===== config.mk =====
export PLATFORM = sky130hd
export DESIGN_NAME = port_arbiter_flat
export DESIGN_NICKNAME = d
export VERILOG_FILES = /design/src/rtl/port_arbiter_if.sv /design/src/rtl/port_arbiter.sv /design/src/flat_wrapper.sv
export SDC_FILE = /design/constraint.sdc
export NUM_CORES = 1
export LEC_CHECK = 0
export ABC_AREA = 1
export CELL_PAD_IN_SITES_DETAIL_PLACEMENT = 2
export CELL_PAD_IN_SITES_GLOBAL_PLACEMENT = 2
export CORE_ASPECT_RATIO = 0.8
export CORE_MARGIN = 3
export CORE_UTILIZATION = 19
export CTS_CLUSTER_DIAMETER = 60
export CTS_CLUSTER_SIZE = 30
export DETAILED_ROUTE_END_ITERATION = 16
export GPL_ROUTABILITY_DRIVEN = 1
export PLACE_DENSITY = 0.86
export REMOVE_ABC_BUFFERS = 1
export SYNTH_ARGS = -nofsm -noshare
export SYNTH_HDL_FRONTEND = slang
export SYNTH_SLANG_ARGS = --single-unit

===== constraint.sdc =====
create_clock -name clk -period 1.9 [get_ports clk]
set_input_delay 0.285 -clock clk [delete_from_list [all_inputs] [get_ports clk]]
set_output_delay 0.285 -clock clk [all_outputs]
set_load 0.005 [all_outputs]

===== src/rtl/port_arbiter_if.sv =====
// rtl/port_arbiter_if.sv - requester-side and downstream handshake bundle for port_arbiter
interface port_arbiter_if #(
    parameter int N  = 4,
    parameter int W  = 11,
    parameter int SW = $clog2(N)
);
    logic [N-1:0]          req_write;
    logic [N-1:0][W-1:0]   req_data;
    logic [N-1:0]          req_wready;
    logic [N-1:0]          en_mask;
    logic                  out_write;
    logic [W-1:0]          out_data;
    logic [SW-1:0]         out_src;
    logic                  out_wready;
    logic                  busy;

    // Sources and the downstream consumer, as seen from outside the arbiter
    modport master (
        output req_write, req_data, en_mask, out_wready,
        input  req_wready, out_write, out_data, out_src, busy
    );

    // The arbiter itself
    modport slave (
        input  req_write, req_data, en_mask, out_wready,
        output req_wready, out_write, out_data, out_src, busy
    );
endinterface


===== src/rtl/port_arbiter.sv =====
// rtl/port_arbiter.sv - round-robin N-to-1 word arbiter with a single-word output register
module port_arbiter #(
    parameter int N  = 4,
    parameter int W  = 11,
    parameter int SW = $clog2(N)
) (
    input  logic           clk,
    input  logic           rst_n,
    port_arbiter_if.slave  bus
);
    typedef enum logic {EMPTY, FULL} state_t;

    state_t        state;
    logic [W-1:0]  out_data_r;
    logic [SW-1:0] out_src_r;
    logic [SW-1:0] last;

    logic [N-1:0]  elig;
    logic          can_take;
    logic          gnt_any;
    logic [SW-1:0] gnt_idx;
    logic          grant;

    assign elig     = bus.req_write & bus.en_mask;
    assign can_take = (state == EMPTY) || bus.out_wready;
    // Reset gating keeps sources from handing over a word that the reset edge would discard.
    assign grant    = rst_n && can_take && gnt_any;

    // Pick the first eligible requester after the last winner, wrapping at N
    always_comb begin
        gnt_any = 1'b0;
        gnt_idx = '0;
        for (int k = 1; k <= N; k++) begin
            int j;
            j = int'(last) + k;
            if (j >= N) begin
                j = j - N;
            end
            if (!gnt_any && elig[j]) begin
                gnt_any = 1'b1;
                gnt_idx = SW'(j);
            end
        end
    end

    // One-hot accept toward the winning requester
    always_comb begin
        bus.req_wready = '0;
        for (int i = 0; i < N; i++) begin
            bus.req_wready[i] = grant && (gnt_idx == SW'(i));
        end
    end

    // Output register and fill state; a grant refills in the same cycle the old word leaves
    always_ff @(posedge clk) begin
        if (!rst_n) begin
            state      <= EMPTY;
            out_data_r <= '0;
            out_src_r  <= '0;
            last       <= SW'(N - 1);
        end else if (grant) begin
            state      <= FULL;
            out_data_r <= bus.req_data[gnt_idx];
            out_src_r  <= gnt_idx;
            last       <= gnt_idx;
        end else if (state == FULL && bus.out_wready) begin
            state      <= EMPTY;
        end
    end

    assign bus.out_write = (state == FULL);
    assign bus.out_data  = out_data_r;
    assign bus.out_src   = out_src_r;
    assign bus.busy      = (state == FULL) || (|elig);
endmodule


===== src/flat_wrapper.sv =====
// flat-port wrapper written by rule: the top's interface ports become plain ports
module port_arbiter_flat 
#(
    parameter int N  = 4,
    parameter int W  = 11,
    parameter int SW = $clog2(N)
)
  (clk, rst_n, bus_req_write, bus_req_data, bus_en_mask, bus_out_wready, bus_req_wready, bus_out_write, bus_out_data, bus_out_src, bus_busy);
  port_arbiter_if #(.N(N), .W(W), .SW(SW)) bus_i ();
  input  logic clk;
  input  logic rst_n;
  input wire logic [$bits(bus_i.req_write)-1:0] bus_req_write;
  input wire logic [$bits(bus_i.req_data)-1:0] bus_req_data;
  input wire logic [$bits(bus_i.en_mask)-1:0] bus_en_mask;
  input wire logic [$bits(bus_i.out_wready)-1:0] bus_out_wready;
  output wire logic [$bits(bus_i.req_wready)-1:0] bus_req_wready;
  output wire logic [$bits(bus_i.out_write)-1:0] bus_out_write;
  output wire logic [$bits(bus_i.out_data)-1:0] bus_out_data;
  output wire logic [$bits(bus_i.out_src)-1:0] bus_out_src;
  output wire logic [$bits(bus_i.busy)-1:0] bus_busy;
  assign bus_i.req_write = bus_req_write;
  assign bus_i.req_data = bus_req_data;
  assign bus_i.en_mask = bus_en_mask;
  assign bus_i.out_wready = bus_out_wready;
  assign bus_req_wready = bus_i.req_wready;
  assign bus_out_write = bus_i.out_write;
  assign bus_out_data = bus_i.out_data;
  assign bus_out_src = bus_i.out_src;
  assign bus_busy = bus_i.busy;
  port_arbiter #(.N(N), .W(W), .SW(SW)) u_core (.clk(clk), .rst_n(rst_n), .bus(bus_i));
endmodule

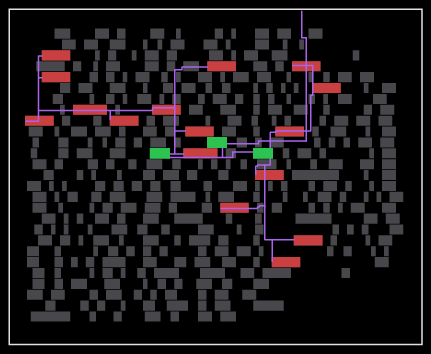
*Routed clock nets over the placement, run 1*
(4 px per um)
Green shows clock-net drivers, count 3. Purple shows clock wires, length 277 um. Red shows flip-flops, count 16.
There are 4 routed clock nets.

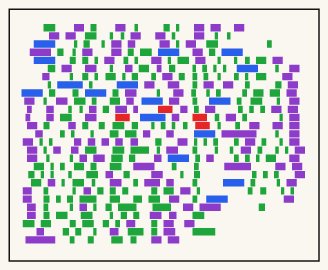
*Placement by cell class, run 1*
(3 px per um)
Green shows remaining logic cells, cells 214, share of their area 45%. Red shows clock drivers and dummy loads, cells 4, share of their area 1.9%. Purple shows remaining buffers and delay cells, cells 123, share of their area 42%. Blue shows registers, cells 16, share of their area 11%.
Final Core Density: 43.4%
number of rows in the core area: 27
share of cell area taken by flip-flops and latches: 10.7%
Final Cell Area: 3070 um^2
core outline area: 7060 um^2

==> flow_summary_export.csv, run 1 <==
group,metric,value,unit
outcome,outcome,"finished with violations",
outcome,failed_checks,"negative setup slack",
floorplanning,tap_cells,87,
clocking,h-tree-depth,1,
clocking,cts_max_path_buffers,2,
finish,synthToLayoutAreaGrowth,115,%
worst_setup_path,worstSetupEndpointType,"primary output",
place,post-place-cells,418,
worst_hold_path,worstHoldPathType,"flip-flop to flip-flop",
global_route,grt_start_max_net_pins,19,
flow_run,warnings,27,
worst_setup_path,crit_start,"u_core.last[0]",
worst_setup_path,worst-setup-path-type,"flip-flop to primary output",
logic_synthesis,ys_seq_share,22.5,%
finish,design.final.nets,413,
floorplanning,fp.dieH,83.4,um
finish,area.share.combinational,40.8,%
place,final_weighted_congestion_in_routability_driven_placement,0.818,
worst_setup_path,critical_path.max_fanout,5,
routing,detailroute.wirelength.met2,4720,um
global_route,global_route.peak_usage_layer,"met2",
final_timing,total_negative_setup_slacks,-3900,ps
routing,antenna_violating_nets_left,0,
final_timing,hold_viol,0,
finish,clockBufferCount,4,
floorplanning,chip_area,8580,um^2
final_timing,final.setup.worst_slack,-535,ps
worst_setup_path,rr_startpoint,"u_core.last[0]",
routing,vias_per_cell,4.77,
power,ir_drop,0.670,mV
place,placedInstanceArea,2410,um^2
floorplanning,fp-utilization,20.2,%
final_timing,achievable-frequency,0.411,GHz
finish,finish.cell_count_without_fillers,444,
routing,wire_per_inst,20.6,um
final_timing,finalCritPeriodShare,128,%
logic_synthesis,ys_top_logic_family,"simple AND/OR/NAND/NOR gates",
worst_setup_path,r2r_setup_slack,-190,ps
power,total_power,3740,uW
clocking,cts.repair_timing.setup_buffer_count,13,
worst_setup_path,crit_family,"simple AND/OR/NAND/NOR gates",
logic_synthesis,synthesis.yosys.warnings,0,
global_route,first_global_vias,2268,
finish,drive_above_1_share,43.7,%
finish,clock_tree_area_fraction,1.80,%
worst_hold_path,hold-path-cell-count,2,
finish,largestClassByArea,"multi-input combinational cells",
finish,final_common_cell,"sky130_fd_sc_hd__clkdlybuf4s50_1",
finish,area_of_combinational_cells_with_multiple_inputs,1250,um^2
final_timing,setup_viol_count_final,19,
finish,comb.multi_input.count,193,
logic_synthesis,ys_sh_simple,64.4,%
logic_synthesis,synth.mux.area_fraction,0,%
global_route,gr-usage-met3,1.85,%
routing,highest-signal-layer,"met4",
power,p_leak,0.00142,uW
routing,vias,2118,
clocking,clock_insertion_delay_worst_skew,250,ps
final_timing,final.setup_skew,1.26,ps
worst_setup_path,critical_path_arrival,2150,ps
worst_setup_path,path_depth,13,
clocking,cts_hold_buffers,0,
logic_synthesis,synth_stat.cells,239,
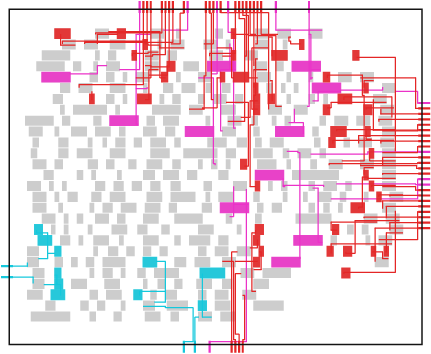
*I/O nets highlighted, run 1*
(4 px per um)
Cyan shows bus_req_write, bits 4, direction input, edge 2 left, 2 bottom, end cells 10, wire 102 um. Red shows bus_req_data, bits 44, direction input, edge 20 top, 20 right, 4 bottom, end cells 44, wire 1,330 um. Magenta shows bus_out_data, bits 11, direction output, edge 6 top, 4 right, 1 bottom, end cells 11, wire 461 um.
I/O pin cnt: 74
IO buf count: 73

[run 1: flip-flops by register name, summed over array words and instances, names as in the netlist]
signal / count
u_core.bus.out_data: 11
u_core.bus.out_src: 2
u_core.bus.out_write: 1
u_core.last: 2
[run 1: synth_stat cells]
cell | n | area (um^2)
sky130_fd_sc_hd__nor3_1 | 1 | 5.00
sky130_fd_sc_hd__nor2_4 | 4 | 45.0
sky130_fd_sc_hd__nor2_2 | 2 | 12.5
sky130_fd_sc_hd__nor2_1 | 21 | 78.8
sky130_fd_sc_hd__nand3_2 | 1 | 10.0
sky130_fd_sc_hd__nor3_4 | 1 | 16.3
sky130_fd_sc_hd__o21a_1 | 1 | 7.51
sky130_fd_sc_hd__o31ai_1 | 1 | 7.51
sky130_fd_sc_hd__buf_6 | 4 | 45.0
sky130_fd_sc_hd__clkbuf_1 | 2 | 7.51
sky130_fd_sc_hd__nand3_1 | 61 | 305
sky130_fd_sc_hd__buf_8 | 1 | 15.0
sky130_fd_sc_hd__nand4_4 | 1 | 21.3
sky130_fd_sc_hd__nand2_2 | 13 | 81.3
sky130_fd_sc_hd__inv_1 | 17 | 63.8
sky130_fd_sc_hd__nand2_1 | 80 | 300
sky130_fd_sc_hd__dfxtp_1 | 16 | 320
sky130_fd_sc_hd__o21ai_0 | 2 | 10.0
sky130_fd_sc_hd__nand4_1 | 1 | 6.26
sky130_fd_sc_hd__nand3_4 | 2 | 35.0
sky130_fd_sc_hd__buf_2 | 2 | 10.0
sky130_fd_sc_hd__inv_2 | 4 | 15.0
sky130_fd_sc_hd__a21oi_1 | 1 | 5.00
[run 1: power by group]
group | total, uW | switching [uW] | internal, uW
Combinational | 2890 | 1460 | 1440
Sequential | 538 | 92.1 | 446
Clock | 309 | 125 | 184
Total | 3740 | 1670 | 2070
==> run 2: changes to the inputs <==
--- a/config.mk
+++ b/config.mk
@@ -10,13 +10,15 @@
 export CELL_PAD_IN_SITES_GLOBAL_PLACEMENT = 2
 export CORE_ASPECT_RATIO = 0.8
 export CORE_MARGIN = 3
-export CORE_UTILIZATION = 19
+export CORE_UTILIZATION = 30
 export CTS_CLUSTER_DIAMETER = 60
 export CTS_CLUSTER_SIZE = 30
 export DETAILED_ROUTE_END_ITERATION = 16
+export DONT_BUFFER_PORTS = 1
 export GPL_ROUTABILITY_DRIVEN = 1
-export PLACE_DENSITY = 0.86
+export PLACE_DENSITY = 0.84
 export REMOVE_ABC_BUFFERS = 1
+export SKIP_LAST_GASP = 1
 export SYNTH_ARGS = -nofsm -noshare
 export SYNTH_HDL_FRONTEND = slang
 export SYNTH_SLANG_ARGS = --single-unit
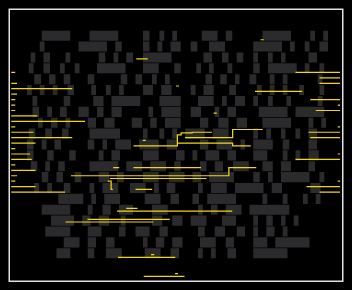
*Signal wires on met3, run 2*
(4 px per um)
The layer holds 5.7% of the routed length. The longest straight run is 39.3 um. 51 nets have wire on it. The wires run mostly horizontal. The layer carries 452 um of wire.

==> run 2 against run 1 <==
Against the previous run:
- power decreased by 23%
- the flow still finishes with violations (negative setup slack)
- utilization increased by 2.5 points
- sequential power increased by 4.6%
- die area decreased by 35%
- register-to-register slack about the same
==> flow_summary_export.csv, run 2 <==
group,metric,value,unit
logic_synthesis,synthesis.yosys.warnings,0,
flow_run,warnings,27,
worst_setup_path,critical_path_arrival,1960,ps
routing,vias,1781,
routing,detailroute.wirelength.met2,3930,um
logic_synthesis,synth-async-reset-ratio,0,%
finish,largestClassByArea,"multi-input combinational cells",
floorplanning,io-pin-count,74,
finish,clockBufferCount,4,
worst_setup_path,worst_r2r_endpoint,"u_core.bus.out_data[8]",
clocking,cts_hold_buffers,0,
final_timing,rsz0062_at_grt,"true",
logic_synthesis,post_synth.cell_area_avg,5.96,um^2
final_timing,hold_viol,0,
clocking,h-tree-depth,1,
logic_synthesis,yosys_register_bits,16,
floorplanning,chip_area,5610,um^2
global_route,global_route.peak_usage_layer,"met2",
finish,drive_above_1_share,39.8,%
floorplanning,rows,21,
finish,sh_seq_area,16.4,%
floorplanning,tap_cells,57,
worst_setup_path,worstSetupEndpointType,"primary output",
worst_setup_path,r2r_setup_slack,-180,ps
place,post-place-cells,306,
power,total_power,2900,uW
finish,final_common_cell,"sky130_fd_sc_hd__nand2_1",
worst_setup_path,critical_path.max_fanout,10,
routing,vias_per_cell,5.55,
outcome,outcome,"finished with violations",
power,ir_drop,0.471,mV
worst_setup_path,critical_path.most_common_cell,"sky130_fd_sc_hd__nor2_4",
logic_synthesis,synth_stat.cells,239,
logic_synthesis,synthTopCellsByCount,"sky130_fd_sc_hd__nand2_1 (80), sky130_fd_sc_hd__nand3_1 (61), sky130_fd_sc_hd__nor2_1 (21)",
logic_synthesis,top_area_cell_share,22.5,%
logic_synthesis,synth_dominant_cell_count,"sky130_fd_sc_hd__nand2_1",
finish,ff_latch_area,328,um^2
finish,comb.multi_input.count,193,
finish,design.final.nets,320,
final_timing,final.setup.worst_slack,-342,ps
logic_synthesis,ys_seq_share,22.5,%
final_timing,finalCritPeriodShare,118,%
place,final_weighted_congestion_in_routability_driven_placement,0.815,
place,dp_hpwl,4590,um
logic_synthesis,synthDominantAreaCellType,"sky130_fd_sc_hd__dfxtp_1",
floorplanning,fp-utilization,32.6,%
finish,area_of_combinational_cells_with_multiple_inputs,1170,um^2
place,buffer_ports.inserted,0,
logic_synthesis,synth_top_flop_cell,"sky130_fd_sc_hd__dfxtp_1",
finish,area.share.combinational,58.3,%
routing,wire_per_inst,24.5,um
routing,highest-signal-layer,"met4",
final_timing,setup_viol_count_final,16,
outcome,failed_checks,"negative setup slack",
clocking,cts_max_path_buffers,2,
worst_setup_path,rr_startpoint,"u_core.last[0]",
logic_synthesis,area_leaders,"sky130_fd_sc_hd__dfxtp_1 (22%), sky130_fd_sc_hd__nand3_1 (21%), sky130_fd_sc_hd__nand2_1 (21%)",
global_route,grt_start_max_net_pins,14,
routing,antenna_violating_nets_left,0,
floorplanning,fp.dieH,67.6,um
logic_synthesis,enable_flop_cells,0,
final_timing,achievable-frequency,0.446,GHz
global_route,gr-usage-met3,5.73,%
routing,drt_wl_total,7880,um
clocking,clock_insertion_delay_worst_skew,260,ps
finish,largest_reg_flops,11,
power,p_leak,0.000968,uW
finish,clock_tree_area_fraction,2.75,%
finish,synthToLayoutAreaGrowth,40.7,%
global_route,first_global_vias,1973,
worst_hold_path,worstHoldPathType,"input pin to flip-flop",
floorplanning,core-area,4360,um^2
routing,drtPass1Iterations,4,
finish,finish.cell_count_without_fillers,321,
worst_hold_path,hold-path-cell-count,2,
run 2: cell count changes in the layout (fill, tap and decap cells not counted), sizes merged:
cell / delta
buf: -22
bufbuf: -1
clkbuf: -1
clkdlybuf4s15: -2
clkdlybuf4s50: -61
dlygate4sd2: -6
run 2: repair_timing:
item,4_1_cts,5_1_grt
pin swaps,20,17
gates resized,39,34
setup buffers,9,3
cloned,1,0
setup endpoints to repair,16,19
run 2: worst max path at each step:
stage / slack (ps) / to / from
3_3_place_gp: 40 / bus_req_wready[2] / u_core.last[0]
3_5_place_dp: -150 / bus_req_wready[2] / u_core.last[0]
4_1_cts: -220 / bus_req_wready[2] / u_core.last[0]
5_1_grt: -400 / bus_req_wready[2] / u_core.last[0]
6_report: -340 / bus_req_wready[2] / u_core.last[0]
2_1_floorplan: -330 / bus_req_wready[0] / bus_req_write[2]
run 2: kinds of logic after synthesis:
family,Yosys count,share of synthesized area (%)
compound gates,5,2.11
flops,16,22.5
buf+inv,30,11.0
simple gates,188,64.4
run 2: critical path, delay by kind of cell (launching register included):
| kind | cells | cell delay [ps] |
|---|---|---|
| AND/OR/NAND/NOR | 8 | 970 |
| flip-flops | 1 | 440 |
| buffers and inverters | 3 | 280 |
run 2: through the flow:
stage / util (%) / setup TNS, ps / setup slack [ps] / area, um^2 / hold slack (ps)
after floorplan: - / -2620 / -329 / 1350 / 426
after CTS: 42.7 / -1140 / -223 / 1860 / 179
final: 45.9 / -2590 / -342 / 2000 / 173
after detailed placement: 36.6 / -1250 / -155 / 1600 / 442
after global routing: 45.9 / -3840 / -399 / 2000 / 184
after global placement: 36.6 / 0 / 43.9 / 1600 / 432
run 2: report_power, final:
part	leakage (uW)	internal [uW]	switching, uW
combinational	0.000806	767	1240
sequential	0.000134	446	117
clock	0.0000288	185	140
total	0.000968	1400	1500
==> run 3: changes to the inputs <==
--- a/config.mk
+++ b/config.mk
@@ -6,6 +6,7 @@
 export NUM_CORES = 1
 export LEC_CHECK = 0
 export ABC_AREA = 1
+export CAP_MARGIN = 20
 export CELL_PAD_IN_SITES_DETAIL_PLACEMENT = 2
 export CELL_PAD_IN_SITES_GLOBAL_PLACEMENT = 2
 export CORE_ASPECT_RATIO = 0.8
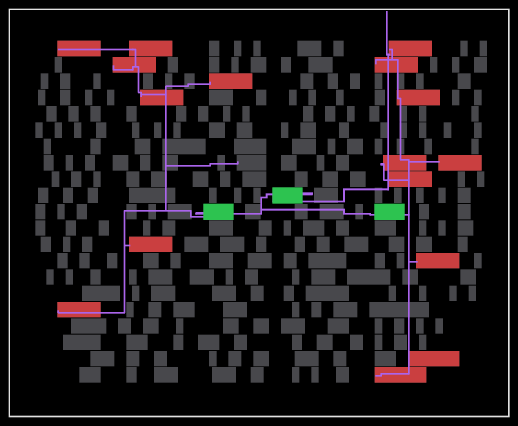
*Routed clock nets over the placement, run 3*
(6 px per um)
Purple shows clock wires, length 301 um. Green shows clock-net drivers, count 3. Red shows flip-flops, count 16.
There are 4 routed clock nets.

==> run 3 against run 2 <==
Against the previous run:
- the run still ends with negative setup slack left
- routed wire length unchanged
- register-to-register slack hardly changed
- die area is the same
- cell count is the same
- synthesized cell count did not move
- first-iteration DRC count is the same
- setup slack did not move
- combinational power hardly changed
- clock power about the same
==> flow_summary_export.csv, run 3 <==
group,metric,value,unit
routing,vias_per_cell,5.55,
flow_run,warnings,27,
floorplanning,core-area,4360,um^2
final_timing,setup_viol_count_final,16,
clocking,h-tree-depth,1,
final_timing,finalCritPeriodShare,118,%
routing,drtPass1Iterations,4,
worst_setup_path,worstPathBufferInverterCount,3,
logic_synthesis,enable_flop_cells,0,
place,dp_hpwl,4590,um
final_timing,total_negative_setup_slacks,-2590,ps
finish,drive_above_1_share,39.8,%
logic_synthesis,top_area_cell_share,22.5,%
outcome,outcome,"finished with violations",
floorplanning,rows,21,
logic_synthesis,synth_top_flop_cell,"sky130_fd_sc_hd__dfxtp_1",
worst_setup_path,worstSetupEndpointType,"primary output",
final_timing,hold_viol,0,
floorplanning,fp-utilization,32.6,%
logic_synthesis,ys_seq_share,22.5,%
finish,design.final.nets,320,
place,final_weighted_congestion_in_routability_driven_placement,0.815,
logic_synthesis,synth_stat.cells,239,
routing,wire_per_inst,24.5,um
worst_setup_path,rr_startpoint,"u_core.last[0]",
clocking,cts_hold_buffers,0,
finish,largest_reg_flops,11,
logic_synthesis,yosys_register_bits,16,
routing,vias,1781,
worst_setup_path,crit_start,"u_core.last[0]",
final_timing,rsz0062_at_grt,"true",
worst_hold_path,worstHoldPathType,"input pin to flip-flop",
logic_synthesis,area_leaders,"sky130_fd_sc_hd__dfxtp_1 (22%), sky130_fd_sc_hd__nand3_1 (21%), sky130_fd_sc_hd__nand2_1 (21%)",
power,ir_drop,0.471,mV
worst_setup_path,critical_path.most_common_cell,"sky130_fd_sc_hd__nor2_4",
power,p_leak,0.000968,uW
routing,antenna_violating_nets_left,0,
routing,drt_wl_total,7880,um
final_timing,final.setup.worst_slack,-342,ps
outcome,failed_checks,"negative setup slack",
worst_setup_path,critical_path.max_fanout,10,
finish,synthToLayoutAreaGrowth,40.7,%
place,buffer_ports.inserted,0,
place,dp_worst_setup_slack,-155,ps
global_route,first_global_vias,1973,
clocking,cts_max_path_buffers,2,
==> run 3: final cells by class <==
type	instances	area, um^2
flip-flops and latches	16	328
clock buffers	4	55.1
multi-input cells	193	1170
fillers	526	2360
repair buffers	30	290
inverters	21	91.3
well taps	57	71.3
==> run 3: per-layer routing <==
| layer | vias up | wire length (um) | GRT usage (%) |
|---|---|---|---|
| met4 | 0 | 195 | 8.16 |
| met3 | 14 | 452 | 5.73 |
| met1 | 879 | 3300 | 30.7 |
| met2 | 69 | 3930 | 48.9 |
| met5 | - | 0 | 0 |
| li1 | 819 | - | - |
==> run 3: what timing repair did <==
item                       in CTS  in global routing
pin swaps                      20                 17
gates resized                  39                 34
setup endpoints to repair      16                 19
setup buffers                   9                  3
gates cloned                    1                  0
==> run 3: cell families after synthesis <==
family,Yosys count,synth area share [%]
AOI/OAI and AO/OA,5,2.11
buffers and inverters,30,11.0
DFF,16,22.5
and+or+nand+nor,188,64.4
==> run 3: worst max-delay path by stage <==
stage          depth (start not counted)                 to  slack, ps
3_5_place_dp                          13  bus_req_wready[2]       -150
6_report                              11  bus_req_wready[2]       -340
5_1_grt                               11  bus_req_wready[2]       -400
4_1_cts                               11  bus_req_wready[2]       -220
2_1_floorplan                          8  bus_req_wready[0]       -330
3_3_place_gp                          13  bus_req_wready[2]         40
==> run 3: power breakdown <==
group | switching [uW] | leakage (uW) | total, uW | internal, uW
sequential | 117 | 0.000134 | 563 | 446
combinational | 1240 | 0.000806 | 2010 | 767
clock | 140 | 0.0000288 | 325 | 185
total | 1500 | 0.000968 | 2900 | 1400
==> run 3: metrics by stage <==
step / std cells / hold slack [ps] / area [um^2]
detailed placement: 306 / 442 / 1600
CTS: 320 / 179 / 1860
finish: 321 / 173 / 2000
floorplan: 230 / 426 / 1350
global placement: 306 / 432 / 1600
global route: 321 / 184 / 2000

## Gallery

Clock wiring as the flow saved it.
(a)
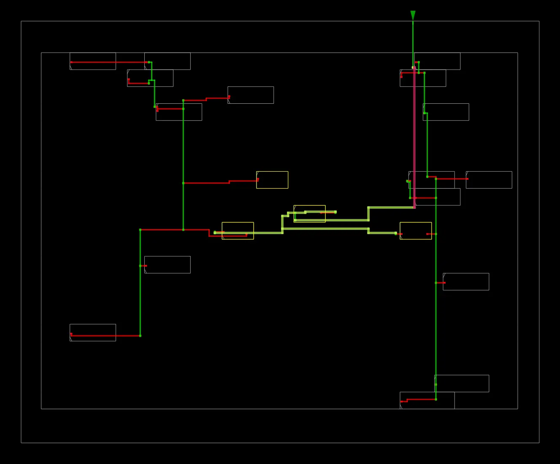
(b)
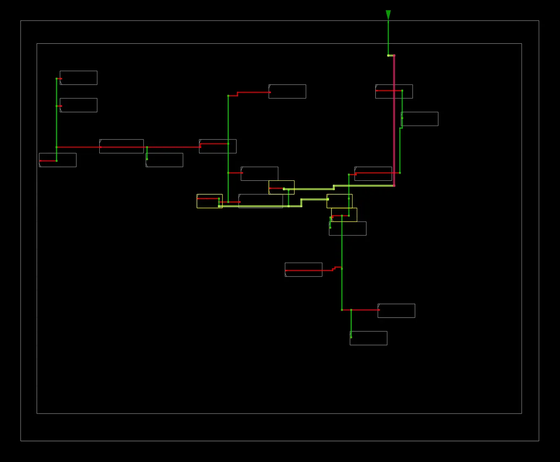
run 3: (a)
run 1: (b)

Power is estimated from default activity; no workload was simulated.
